**config.mk**
```make
export PLATFORM = sky130hd
export DESIGN_NAME = risc_mem_arbiter
export DESIGN_NICKNAME = d
export VERILOG_FILES = /design/src/rtl/risc_pkg.sv /design/src/rtl/risc_arb_pick.sv /design/src/rtl/risc_mem_arbiter.sv
export SDC_FILE = /design/constraint.sdc
export NUM_CORES = 1
export LEC_CHECK = 0
export ABC_AREA = 1
export CAP_MARGIN = 10
export CORE_UTILIZATION = 44
export CTS_BUF_LIST = sky130_fd_sc_hd__clkbuf_8
export CTS_CLUSTER_DIAMETER = 120
export DETAILED_ROUTE_END_ITERATION = 8
export GPL_TIMING_DRIVEN = 0
export PLACE_DENSITY = 0.88
export RECOVER_POWER = 50
export SLEW_MARGIN = 0
export SYNTH_ARGS = -nofsm -noshare
export SYNTH_HDL_FRONTEND = slang
export SYNTH_SLANG_ARGS = --single-unit
```
**constraint.sdc**
```tcl
create_clock -name CLK -period 1.8 [get_ports CLK]
set_input_delay 0.36 -clock CLK [delete_from_list [all_inputs] [get_ports CLK]]
set_output_delay 0.36 -clock CLK [all_outputs]
set_load 0.01 [all_outputs]
```
**src/rtl/risc_pkg.sv**
```systemverilog
//------------------------------------------------------------------------------
// risc_pkg : shared widths and enums for the memory arbiter
// Rev 1.0
//------------------------------------------------------------------------------
`default_nettype none

package risc_pkg;
  localparam int c_DATA_W = 16;
  localparam int c_ADDR_W = 16;

  typedef enum logic [1:0] {
    IDLE  = 2'd0,
    ISSUE = 2'd1,
    WAIT  = 2'd2
  } arb_state_t;

  typedef enum logic {
    OWN_IF = 1'b0,
    OWN_DM = 1'b1
  } owner_t;
endpackage

`default_nettype wire

```
**src/rtl/risc_arb_pick.sv**
```systemverilog
//------------------------------------------------------------------------------
// risc_arb_pick : DM-priority winner select with IF starvation escape
// Rev 1.0
//------------------------------------------------------------------------------
`default_nettype none

module risc_arb_pick #(
  parameter int STARVE_LIMIT = 4
) (
  input  logic CLK,
  input  logic RST_N,
  input  logic i_en,
  input  logic i_if_req,
  input  logic i_dm_req,
  output logic o_if_gnt,
  output logic o_dm_gnt
);
  localparam logic [3:0] c_LIMIT = 4'(STARVE_LIMIT);

  logic [3:0] r_starve;
  logic       w_if_win;

  assign w_if_win = i_if_req & (~i_dm_req | (r_starve == c_LIMIT));
  assign o_if_gnt = i_en & w_if_win;
  assign o_dm_gnt = i_en & i_dm_req & ~w_if_win;

  always_ff @(posedge CLK or negedge RST_N) begin
    if (!RST_N) begin
      r_starve <= '0;
    end else if (o_if_gnt) begin
      r_starve <= '0;
    end else if (o_dm_gnt) begin
      if (!i_if_req)
        r_starve <= '0;
      else if (r_starve < c_LIMIT)
        r_starve <= r_starve + 4'd1;
    end
  end
endmodule

`default_nettype wire

```
**src/rtl/risc_mem_arbiter.sv**
```systemverilog
//------------------------------------------------------------------------------
// risc_mem_arbiter : single-outstanding fetch/data arbiter onto one memory port
// Rev 1.0
//------------------------------------------------------------------------------
`default_nettype none

module risc_mem_arbiter
  import risc_pkg::*;
#(
  parameter int STARVE_LIMIT = 4
) (
  input  logic                CLK,
  input  logic                RST_N,
  input  logic                HOLT,
  input  logic                IF_REQ,
  input  logic [c_ADDR_W-1:0] IF_ADDR,
  output logic                IF_GNT,
  output logic                IF_VALID,
  output logic [c_DATA_W-1:0] IF_RDATA,
  input  logic                DM_REQ,
  input  logic                DM_WE,
  input  logic [c_ADDR_W-1:0] DM_ADDR,
  input  logic [c_DATA_W-1:0] DM_WDATA,
  output logic                DM_GNT,
  output logic                DM_VALID,
  output logic [c_DATA_W-1:0] DM_RDATA,
  output logic                MEM_REQ,
  output logic                MEM_WE,
  output logic [c_ADDR_W-1:0] MEM_ADDR,
  output logic [c_DATA_W-1:0] MEM_WDATA,
  input  logic                MEM_RDY,
  input  logic                MEM_RVALID,
  input  logic [c_DATA_W-1:0] MEM_RDATA
);
  arb_state_t          r_state;
  owner_t              r_owner;
  logic                r_we;
  logic [c_ADDR_W-1:0] r_addr;
  logic [c_DATA_W-1:0] r_wdata;
  logic                w_pick_en;

  // RST_N gates the combinational grants so every output is 0 during reset
  assign w_pick_en = (r_state == IDLE) & ~HOLT & RST_N;

  risc_arb_pick #(
    .STARVE_LIMIT (STARVE_LIMIT)
  ) u_pick (
    .CLK      (CLK),
    .RST_N    (RST_N),
    .i_en     (w_pick_en),
    .i_if_req (IF_REQ),
    .i_dm_req (DM_REQ),
    .o_if_gnt (IF_GNT),
    .o_dm_gnt (DM_GNT)
  );

  assign MEM_REQ   = (r_state == ISSUE);
  assign MEM_WE    = MEM_REQ & r_we;
  assign MEM_ADDR  = MEM_REQ ? r_addr  : '0;
  assign MEM_WDATA = MEM_REQ ? r_wdata : '0;

  always_ff @(posedge CLK or negedge RST_N) begin
    if (!RST_N) begin
      r_state  <= IDLE;
      r_owner  <= OWN_IF;
      r_we     <= 1'b0;
      r_addr   <= '0;
      r_wdata  <= '0;
      IF_VALID <= 1'b0;
      DM_VALID <= 1'b0;
      IF_RDATA <= '0;
      DM_RDATA <= '0;
    end else begin
      IF_VALID <= 1'b0;
      DM_VALID <= 1'b0;
      case (r_state)
        IDLE: begin
          if (IF_GNT | DM_GNT) begin
            r_owner <= DM_GNT ? OWN_DM : OWN_IF;
            r_we    <= DM_GNT & DM_WE;
            r_addr  <= DM_GNT ? DM_ADDR : IF_ADDR;
            r_wdata <= DM_GNT ? DM_WDATA : '0;
            r_state <= ISSUE;
          end
        end
        ISSUE: begin
          if (MEM_RDY) begin
            if (r_we) begin
              DM_VALID <= 1'b1;
              r_state  <= IDLE;
            end else begin
              r_state  <= WAIT;
            end
          end
        end
        WAIT: begin
          if (MEM_RVALID) begin
            if (r_owner == OWN_DM) begin
              DM_RDATA <= MEM_RDATA;
              DM_VALID <= 1'b1;
            end else begin
              IF_RDATA <= MEM_RDATA;
              IF_VALID <= 1'b1;
            end
            r_state <= IDLE;
          end
        end
        default: r_state <= IDLE;
      endcase
    end
  end
endmodule

`default_nettype wire
```
**Run 1: wiring heat map**

Scale: 3 px per µm. 18 x 18 tiles, from dark purple (low) to yellow (high), scaled to the fullest tile. Values are wire area over tile area, all layers added.
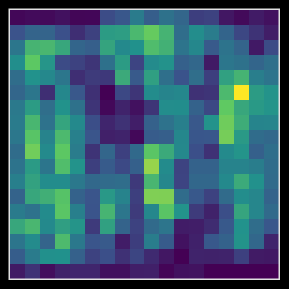
emptiest ninth of the die	lower right
nearly empty tiles	3.4%
tiles over half the peak	22%

**Run 1: placed standard cells**

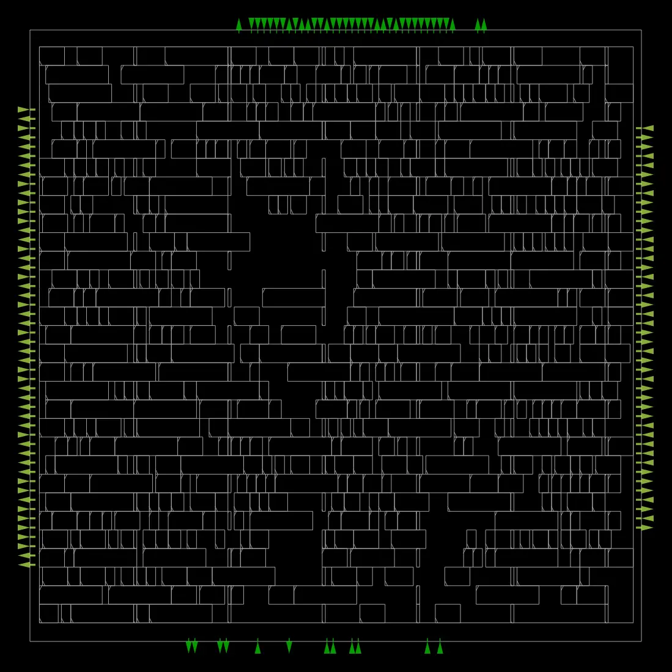
flop count: 74
final std cells w/o fill: 696
Final Core Density: 74.31%

**Run 1: gate-type map**

Scale: 4 px per µm.
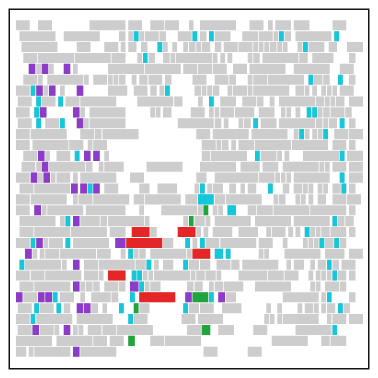
family	colour	cells	most used
NOR gates	green	6	nor2_1
inverting AOI/OAI gates	purple	36	o21ai_0
inverters	cyan	66	inv_1
adder and majority cells	red	6	ha_1

==> run notes, run 1 <==
- finished, violations left — outcome
- setup timing — failing checks
- 0 — Fin. Hold Viols
- 9 — number of buffers added by the clock tree synthesis step
- 3 — # H-tree levels
- 340 ps — clock latency on the worst-skew pair
- 397.9 ps — Worst Max-Slew Pin Slew
- 2.975 nW — reported leakage power
- 1852 µm² — sequential cell area in the final layout
- 410 ps — delay of the slowest cell on the worst path
- in -> async — path category of the worst min-delay check
- 0.7979 — GP Congestion
- -182.0 ps — worst setup slack after layout
- 4930 µm² — cell area after placement
- sky130_fd_sc_hd__dfrtp_1 — top cell type by total area after synthesis
- u_pick.r_starve[1] — R2R Path Start
- 73.47% — worst relative slew slack
- 141 — number of port buffers
- buffers and inverters — critical path's top delay family
- 7331 µm² — core region area
- 0.005049 W — internal power summed over all cells
- sky130_fd_sc_hd__clkbuf_16 — cell mode on critical path
- 3369 µm² — summed standard-cell area reported by yosys
- 9.835 mm — Routed WL
- 89.51 µm — die span in y
- 517 — fillcell total
- 70 ps — clock transition at the register clock pins on the worst setup and hold paths after CTS
- 3369 µm² — mapped cell area
- 661 — Post-Place Cells
- 3218 — via count of the first global-routing pass
- 0 — flip-flops with a built-in enable
- 1440 ps — Data required, critical path
- 100.0% — share of synthesized registers carrying an async set or reset
- 3289 — total vias in the final route
- 1982 ps — minimum clock period
- 0 — residual antenna-violating net count after detailed routing
- 37.0% — share of total power in sequential cells
- 0 — Slew Viols, Final
- 183 x sky130_fd_sc_hd__nand2_1, 74 x sky130_fd_sc_hd__dfrtp_1, 63 x sky130_fd_sc_hd__inv_1 — most frequent cells after synthesis
- sky130_fd_sc_hd__dfrtp_1 55%, sky130_fd_sc_hd__nand2_1 20%, sky130_fd_sc_hd__inv_1 7.0%, sky130_fd_sc_hd__o21ai_0 4.5%, sky130_fd_sc_hd__nand3_1 3.3% — top cells by area in the synthesized netlist
- 68 — Setup violations, final
- -784.5 ps — Setup WS pre-CTS
- 89.51 µm — horizontal die dimension
- 61.68% — Area Overhead vs Synth
- 225 — Post-CTS Resized
- 6 — critical-path maximum fanout
- 36.14% — Sw Share
- 1620 ps — CP Data Arrival Time
- 0.00124 W — Power Clock
- 152 x sky130_fd_sc_hd__nand2_1, 95 x sky130_fd_sc_hd__clkdlybuf4s50_1, 74 x sky130_fd_sc_hd__dfrtp_1 — most frequent logic cells in the routed design
- 31 — # rows
- built — clock tree from TritonCTS
- 0 — Antenna Cells
- 0 — synth warn
- 47.3% — portion of total power attributed to combinational logic
- 110.1% — post-route clock period utilization
- 0 — number of maximum-capacitance constraint violations
- 4.726 — vias per inst
- 14.13 µm — wire length per cell
- 1451 nW/µm² — Pwr Density
- 8012 µm² — Chip Footprint
- 24.84% — total global routing track utilization
- 0 — DRC violation count after routing
- yes — setup repair after global routing missed its margin
- sky130_fd_sc_hd__nand2_1 — top logic cell by instance count in the layout
- output port — nature of the critical path endpoint
- 13.28 ps — worst setup skew after layout
- combinational logic — power group with the highest consumption
- 74 — clock sinks
- reg -> out — Crit Path Class
- sky130_fd_sc_hd__nand2_1 — cell with the most instances after synthesis
- -6572 ps — final sum of negative setup slack
- 14.71 mm — wire length of the first global-routing pass
- r_state[0] — Crit. Startpoint
- register — critical path startpoint category
- 23.62% — share of cells above drive strength 1
- 10 — number of setup buffers added after CTS
- 1323 µm² — combinational gate area
-- run 1: worst paths after layout --
kind                       slack, ps           to  cells past startpoint
min in group CLK                 480  DM_RDATA[5]                      2
max reg2reg                      -80   r_addr[15]                     12
max                             -180  MEM_ADDR[7]                      7
min reg2reg                      480  DM_RDATA[5]                      2
min                               50  IF_RDATA[5]                      2
max in group asynchronous       1070     IF_VALID                      2
-- run 1: sequential cells by signal, summed over array words and instances, names as in the netlist --
signal,flops
DM_RDATA,16
DM_VALID,1
IF_RDATA,16
IF_VALID,1
r_addr,16
r_owner,1
r_state,2
r_wdata,16
r_we,1
u_pick.r_starve,4
-- run 1: cell families (layout without fill, tap and decap cells) --
| group | count (synthesis) | count (layout) | synth area share (%) |
|---|---|---|---|
| AND/OR/NAND/NOR | 220 | 220 | 26.88 |
| adder cells (fa/ha/maj) | 6 | 6 | 2.228 |
| buffers and inverters | 83 | 260 | 10.21 |
| AND-OR/OR-AND | 36 | 36 | 5.458 |
| XOR/XNOR | 1 | 1 | 0.2600 |
| flip-flops | 74 | 74 | 54.96 |
-- run 1: cell type report --
cell class	count	area share [%]
clock inverters	5	0.8728
well taps	99	2.274
plain buffers	16	3.399
clock buffers	10	2.526
inverters	66	4.777
flip-flops and latches	74	33.99
repair buffers	163	27.88
multi-input cells	263	24.28
-- run 1: per-layer routing --
metal	up-vias	wire [µm]	track usage (%)
li1	1599	-	-
met1	1517	3907	27.72
met2	149	4859	43.65
met3	24	828	7.110
met4	0	240	11.98
met5	-	0	0
-- run 1: worst reg2reg max path: cells and delay by family (launching register included) --
kind,cells,cell delay [ps]
buffers and inverters,5,770
AND/OR/NAND/NOR,6,510
flip-flops,1,380
adder cells (fa/ha/maj),1,180
**Run 1: close-up of the layout**

Region (30, 30) to (60, 60) µm. Cells in grey, sequential cells in the stronger grey; small squares are vias.
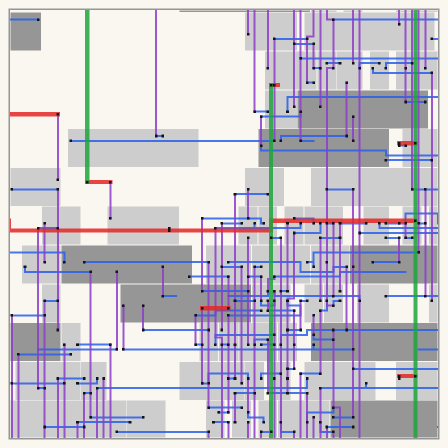

==> run 1 -> run 2 <==
Settings changed: CORE_MARGIN from default to 10.
**Run 2: close-up of the layout**

Region (39, 39) to (69, 69) µm. Cells in grey, sequential cells in the stronger grey; small squares are vias.
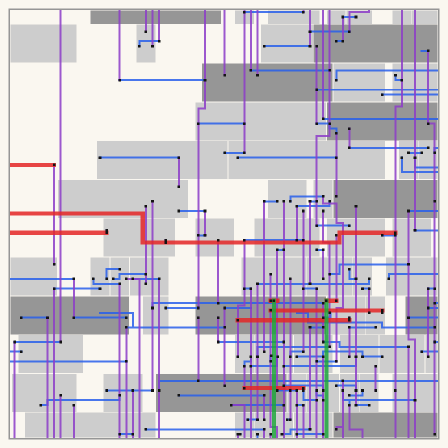
layer	colour
met4	green
met1	blue
met2	purple
met3	red
netlist names of flops here include	u_pick.r_starve (4), r_addr (3)
sequential cells in the window	8
cells with their middle in the window	56
most frequent	nand2_1 (13), dfrtp_1 (8), buf_4 (7)

==> run notes, run 2 <==
- finished, violations left — outcome
- setup timing — failing checks
- 100.0% — share of synthesized registers carrying an async set or reset
- 54.96% — Synth Seq Share
- r_state[1] — Crit. Startpoint
- 107.5 µm — die span in y
- 3516 — via count of the first global-routing pass
- 20.87% — GR met1 Demand/Resource
- sky130_fd_sc_hd__dfrtp_1 55%, sky130_fd_sc_hd__nand2_1 20%, sky130_fd_sc_hd__inv_1 7.0%, sky130_fd_sc_hd__o21ai_0 4.5%, sky130_fd_sc_hd__nand3_1 3.3% — top cells by area in the synthesized netlist
- 0 — Fin. Hold Viols
- 0 — synth warn
- 74 — Synth flops
- 1916 ps — minimum clock period
- 32.96% — grt met2 use
- inv_2 -> ha_4 -> clkbuf_16 -> buf_8 -> nand2_4 -> inv_1 -> buf_2 — crit-path cells
- 673 — post-layout net count
- 3.034 nW — reported leakage power
- 0 — Overflow after GRT
- yes — setup repair after global routing missed its margin
- 1440 ps — Data required, critical path
- 1468 ps — Worst Max-Slew Pin Slew
- 25 — unique cell type count in the Yosys netlist
- 90 ps — setup slack of the worst register-to-register path
- 400 ps — delay of the slowest cell on the worst path
- 5 — Worst Path Buf+Inv
- sky130_fd_sc_hd__dfrtp_1 — cell with the largest stage delay on the worst path
- 35 — Setup violations, final
- 11.64 mm — Routed WL
- 0.7598 — GP Congestion
- 19.55% — total global routing track utilization
- 54.96% — Area leader share
- 17.88 mm — wire length of the first global-routing pass
- sky130_fd_sc_hd__clkbuf_8 — clock root cell
- 31 — # rows
- 74 — clock sinks
- 32 — tool warning count
- 3369 µm² — mapped cell area
- 120 — Detailed Route Iter0 Violations
- sky130_fd_sc_hd__dfrtp_1 — top cell type by total area after synthesis
- 491 — fillcell total
- 420 — yosys stat cell total
- 0.5219 GHz — achievable frequency
- 45.96% — starting utilization of the core area
- -115.9 ps — worst setup slack after layout
- 156 x sky130_fd_sc_hd__nand2_1, 104 x sky130_fd_sc_hd__clkdlybuf4s50_1, 73 x sky130_fd_sc_hd__dfrtp_1 — most frequent logic cells in the routed design
- output port — nature of the critical path endpoint
- 0 — flip-flops with a built-in enable
- buffers and inverters — critical path's top delay family
- 4 — first-pass iteration count of the detailed router
- 142 — number of top-level pins
- 32 — maximum number of pins on one net before global-route repair
- 106.4% — post-route clock period utilization
- 11560 µm² — Chip Footprint
- 107.5 µm — horizontal die dimension
- reg -> out — Crit Path Class
- 0 — initial antenna violation count
- 3369 µm² — summed standard-cell area reported by yosys
- 8.018 mm — half-perimeter wire length after detailed placement
- 2 — buffer depth of the longest clock path
- r_state[1] — R2R Path Start
- 0 — DRC violation count after routing
- met4 — topmost layer with routed signal wires
- 498 — Floorplan Nets
- sky130_fd_sc_hd__dfrtp_1 — Synth Flop Type
- 420 — Cells after Synth
- 6 — critical-path maximum fanout
- 3 — # H-tree levels
- 80 ps — clock transition at the register clock pins on the worst setup and hold paths after CTS
- sky130_fd_sc_hd__nand2_1 — cell with the most instances after synthesis
- 183 x sky130_fd_sc_hd__nand2_1, 74 x sky130_fd_sc_hd__dfrtp_1, 63 x sky130_fd_sc_hd__inv_1 — most frequent cells after synthesis
- 26.04% — share of cells above drive strength 1
- 9.581% — fraction of met3 tracks used by global routing
- 7331 µm² — core region area
- 477.8 ps — worst hold margin
- 4930 µm² — cell area after placement
- 927.4 µV — largest vdd supply drop
- sky130_fd_sc_hd__nand2_1 — top logic cell by instance count in the layout
- 4.280 mm — total routed wire length on the met1 layer
- reg -> reg — path category of the worst min-delay check
- 1560 ps — CP Data Arrival Time
- 13 — number of setup buffers added after CTS
- 201 — Post-CTS Resized
- 4.837 — vias per inst
- 8.023 µm² — mean area per synthesized cell
- -3201 ps — final sum of negative setup slack
- 0.008382 W — sum of internal, switching and leakage power
- 3376 — total vias in the final route
- 1.313 mm — wire length on met3
- register — critical path startpoint category
- 9 — number of buffers added by the clock tree synthesis step
- 3 — count of hold buffers inserted by post-cts repair
- 5.856 mm — length of routed met2 wiring
- 0 — number of maximum-capacitance constraint violations
- 0 — Antenna Cells
- 0 — Slew Viols, Final
- 16.67 µm — wire length per cell
- 67.25% — Area Overhead vs Synth
- r_wdata[15] — start point of the worst hold path
- 141 — number of port buffers
- 0 — residual antenna-violating net count after detailed routing
- 1487 nW/µm² — Pwr Density
- 2.146% — worst relative slew slack
- met2 — GR peak layer
- built — clock tree from TritonCTS
- 5635 µm² — final std cell area, no fill
- 10.52 ps — worst setup skew after layout
- 340 ps — clock latency on the worst-skew pair
**Run 2: gate-type map**

Scale: 3 px per µm.
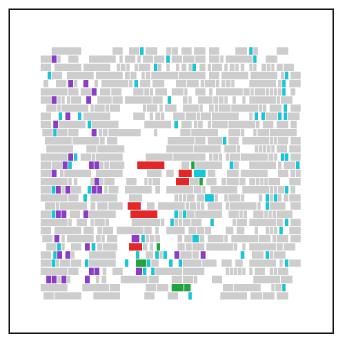
family	colour	cells	most used
adder and majority cells	red	6	ha_1
inverters	cyan	66	inv_1
NOR gates	green	6	nor2_1
inverting AOI/OAI gates	purple	36	o21ai_0

-- run 2: cell counts after synthesis --
Identical to the previous run, type by type.
-- run 2: worst min-delay path: stages, from the launching register on --
cell,delay (ps)
sky130_fd_sc_hd__dfrtp_1,340
sky130_fd_sc_hd__nand2_1,60
sky130_fd_sc_hd__nand2_1,50
-- run 2: final timing paths --
path,end,cells past startpoint
setup / recovery,MEM_WDATA[5],7
hold / removal,r_wdata[15],2
setup reg to reg,r_addr[15],11
hold reg to reg,r_wdata[15],2
max in group asynchronous,r_state[0],3
min in group asynchronous,r_addr[7],2
-- run 2: cell type report --
class                      count  area, µm²  share of cell area [%]
clock buffer                   9      123.9                   2.198
multi-input combinational    263       1370                   24.31
tap                           99      123.9                   2.198
sequential                    74       1853                   32.88
timing repair buffer         166       1652                   29.31
inverter                      66      262.8                   4.663
clock inverter                 6      82.58                   1.465
buffer                        15      167.7                   2.975
-- run 2: cell families (layout without fill, tap and decap cells) --
group,count (synthesis),after routing,synth area share [%]
adder cells (fa/ha/maj),6,6,2.228
buffers and inverters,83,262,10.21
AND-OR/OR-AND,36,36,5.458
flip-flops,74,74,54.96
XOR/XNOR,1,1,0.2600
AND/OR/NAND/NOR,220,220,26.88
-- run 2: report_power, final --
group	switching, W	total, W	leakage, nW	internal [W]
clock	0.000604	0.00137	0.105	0.000765
sequential	0.000534	0.00295	0.938	0.00242
combinational	0.00192	0.00406	1.99	0.00213
total	0.00306	0.00838	3.03	0.00532
-- run 2: stage by stage --
step | std cells | utilization, % | setup WS (ps)
floorplan | 420 | - | 115.4
global placement | 660 | 66.91 | -3417
detailed placement | 661 | 67.25 | -890.3
CTS | 695 | 73.46 | -145.6
global route | 698 | 76.87 | -182.0
finish | 698 | 76.87 | -115.9
**Run 2: wiring heat map**

Scale: 2 px per µm. 22 x 22 tiles, from dark purple (low) to yellow (high), scaled to the fullest tile. Values are wire area over tile area, all layers added.
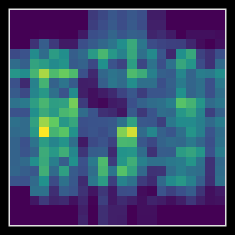

==> run 2 -> run 3 <==
Settings changed: PLACE_DENSITY 0.88 to default, PLACE_DENSITY_LB_ADDON from default to 0.3.
**Run 3: wiring heat map**

Scale: 2 px per µm. 22 x 22 tiles, from dark purple (low) to yellow (high), scaled to the fullest tile. Values are wire area over tile area, all layers added.
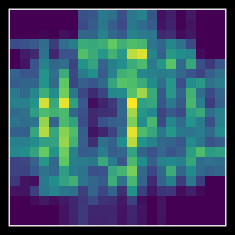
mean over tiles	0.16
tiles over half the peak	21%
nearly empty tiles	15%

==> run notes, run 3 <==
- finished, violations left — outcome
- setup timing — failing checks
- 1560 ps — CP Data Arrival Time
- 11.15 mm — Routed WL
- 3369 µm² — mapped cell area
- 0.00128 W — Power Clock
- sky130_fd_sc_hd__nand2_1 — cell with the most instances after synthesis
- 0.00412 W — Comb group
- 0.5209 GHz — achievable frequency
- -119.7 ps — worst setup slack after layout
- sky130_fd_sc_hd__dfrtp_1 — cell with the largest stage delay on the worst path
- in -> async — path category of the worst min-delay check
- 7.643 mm — half-perimeter wire length after detailed placement
- 100 ps — setup slack of the worst register-to-register path
- 1438 ps — Worst Max-Slew Pin Slew
- 350 ps — clock latency on the worst-skew pair
- 3.012 nW — reported leakage power
- 0 — Slew Viols, Final
- 141 — number of port buffers
- 0 — number of maximum-capacitance constraint violations
- 54.96% — Area leader share
- r_state[1] — R2R Path Start
- 0.7730 — GP Congestion
- sky130_fd_sc_hd__nand2_1 — top logic cell by instance count in the layout
- 1015 µV — largest vdd supply drop
- 0 — initial antenna violation count
- 0.008354 W — sum of internal, switching and leakage power
- 2.228% — Adder Share, Synth
- sky130_fd_sc_hd__dfrtp_1 — Synth Flop Type
- 28.79% — share of cells above drive strength 1
- 37.05% — Sw Share
- 420 — Cells after Synth
- 183 x sky130_fd_sc_hd__nand2_1, 74 x sky130_fd_sc_hd__dfrtp_1, 63 x sky130_fd_sc_hd__inv_1 — most frequent cells after synthesis
- 76.89% — Final Core Density
- 0 — Fin. Hold Viols
- 0 — residual antenna-violating net count after detailed routing
- 3332 — total vias in the final route
- 7 — number of logic stages on the critical path including buffering
- 0 — DRC violation count after routing
- 20.31% — GR met1 Demand/Resource
- 4.162% — worst relative slew slack
- 26.88% — simple-gate share of the synthesized area
- 4 — first-pass iteration count of the detailed router
- register — critical path startpoint category
- 0.005259 W — internal power summed over all cells
- 11 — FF-to-FF path depth
- 5.459% — yosys aoi share
- MEM_ADDR[3] — critical path endpoint
- simple AND/OR/NAND/NOR gates — dominant kind of combinational cell
- 45.96% — starting utilization of the core area
- 0.003095 W — power spent charging and discharging nets
- 1482 nW/µm² — Pwr Density
- 67.29% — Area Overhead vs Synth
- 107.5 µm — horizontal die dimension
- 3362 — via count of the first global-routing pass
- 106.7% — post-route clock period utilization
- 5.426 mm — length of routed met2 wiring
- buffers and inverters — critical path's top delay family
- 5 — critical-path maximum fanout
- 390 ps — delay of the slowest cell on the worst path
- 43 — maximum number of pins on one net before global-route repair
- r_addr[11] — R2R Path End
- 0.00295 W — Seq. pwr
- 7.844% — fraction of met3 tracks used by global routing
- 0.2599% — XOR-XNOR Cells, Area Fraction
- met2 — GR peak layer
- output port — nature of the critical path endpoint
- 100.0% — share of synthesized registers carrying an async set or reset
- 142 — number of top-level pins
- 0 — flip-flops with a built-in enable
- 8.023 µm² — mean area per synthesized cell
- 0 — Overflow after GRT
- 35.3% — share of total power in sequential cells
- 34 — Setup violations, final
- 420 — yosys stat cell total
- 11560 µm² — Chip Footprint
- 0 — Antenna Cells
- 0 — synth warn
- sky130_fd_sc_hd__dfrtp_1 55%, sky130_fd_sc_hd__nand2_1 20%, sky130_fd_sc_hd__inv_1 7.0%, sky130_fd_sc_hd__o21ai_0 4.5%, sky130_fd_sc_hd__nand3_1 3.3% — top cells by area in the synthesized netlist
- 3 — # H-tree levels
- 49.4% — portion of total power attributed to combinational logic
- built — clock tree from TritonCTS
- sky130_fd_sc_hd__clkbuf_8 — clock root cell
- 32 — tool warning count
- 74 — clock sinks
- 142 — Detailed Route Iter0 Violations
- 674 — post-layout net count
- 1.024 mm — wire length on met3
- 1920 ps — minimum clock period
- sky130_fd_sc_hd__dfrtp_1 — top cell type by total area after synthesis
- 5 — Worst Path Buf+Inv
- 25 — unique cell type count in the Yosys netlist
- 0% — area fraction in mux cells
- 74 — Synth flops
- 18.33% — total global routing track utilization
- 1440 ps — Data required, critical path
- 107.5 µm — die span in y
- 15.93 µm — wire length per cell
- 498 — Floorplan Nets
- 9 — number of buffers added by the clock tree synthesis step
- 31 — # rows
- 147 x sky130_fd_sc_hd__nand2_1, 104 x sky130_fd_sc_hd__clkdlybuf4s50_1, 73 x sky130_fd_sc_hd__dfrtp_1 — most frequent logic cells in the routed design
- 5.618 ps — worst setup skew after layout
- 15.3% — proportion of power drawn by the clock network
- 4.463 mm — total routed wire length on the met1 layer
- -755.0 ps — Setup WS pre-CTS
- 2 — buffer depth of the longest clock path
- -2757 ps — final sum of negative setup slack
**Run 3: close-up of the layout**

Region (39, 39) to (69, 69) µm. Cells in grey, sequential cells in the stronger grey; small squares are vias.
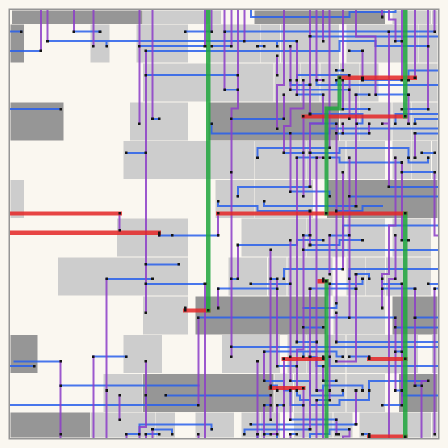
layer	colour
met4	green
met1	blue
met3	red
met2	purple
netlist names of flops here include	r_addr (2), u_pick.r_starve (2)
sequential cells in the window	5
cells with their middle in the window	63
most frequent	nand2_1 (17), buf_4 (9)

[run 3: cell counts after synthesis]
No cell type changed its count.
[run 3: worst min-delay path by stage]
stage,from,end,slack [ps],cells after the start
final,RST_N,DM_RDATA[13],430,2
after global routing,IF_RDATA[15],IF_RDATA[15],500,2
after CTS,RST_N,DM_RDATA[12],30,2
after detailed placement,RST_N,DM_RDATA[12],340,1
after global placement,r_wdata[2],r_wdata[2],450,2
after floorplan,RST_N,DM_RDATA[0],60,0
[run 3: metrics by stage]
step / instances / instance area, µm²
3_5_place_dp: 661 / 4922
2_1_floorplan: 420 / 3369
3_3_place_gp: 660 / 4905
5_1_grt: 700 / 5637
4_1_cts: 690 / 5255
6_report: 700 / 5637
[run 3: worst reg2reg max path, stage by stage (launching register included)]
cell and delay, ps:
sky130_fd_sc_hd__dfrtp_1 390, sky130_fd_sc_hd__inv_2 120, sky130_fd_sc_hd__ha_4 170, sky130_fd_sc_hd__nand3b_1 90, sky130_fd_sc_hd__nor2_2 130, sky130_fd_sc_hd__nand2_2 100
sky130_fd_sc_hd__buf_4 170, sky130_fd_sc_hd__nand2_8 80, sky130_fd_sc_hd__inv_6 60, sky130_fd_sc_hd__clkbuf_16 150, sky130_fd_sc_hd__nand2_1 70, sky130_fd_sc_hd__nand3_1 70
[run 3: cell type report]
cell class | instances | area, µm²
Inverter | 66 | 260.3
Buffer | 15 | 167.7
Clock inverter | 7 | 70.07
Tap cell | 99 | 123.9
Clock buffer | 9 | 123.9
Fill cell | 480 | 1694
Timing Repair Buffer | 167 | 1663
Sequential cell | 74 | 1853
Multi-Input combinational cell | 263 | 1375
[run 3: what timing repair did]
action,CTS,global route
setup buffers,12,9
gates cloned,1,4
pin swaps,4,9
endpoints found under the setup margin,36,100
hold buffers,1,0
gates resized,189,117
endpoints found under the hold margin,32,0

==> notes/layouts.md <==
Pictures saved along the way, in no particular order.

Wiring by layer.
image #1
Scale: 4 px per µm. Only two layers are drawn.
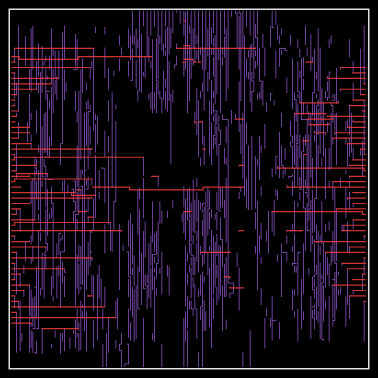
image #2
Scale: 3 px per µm. Only two layers are drawn.
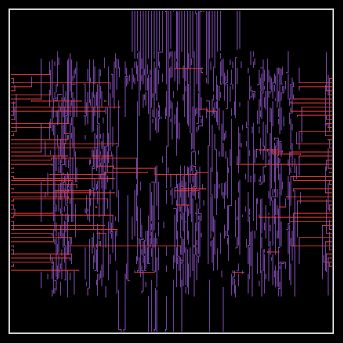
image #3
Scale: 3 px per µm. Only two layers are drawn.
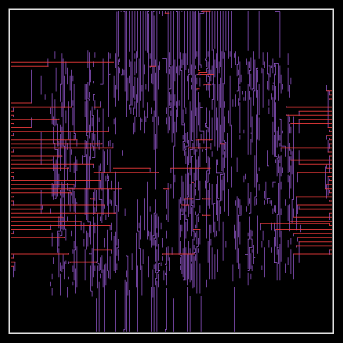
| from | picture |
|---|---|
| run 2 | image #2 |
| run 1 | image #1 |
| run 3 | image #3 |
Of these, smallest die: image #1

Power and IR drop assume default switching activity.
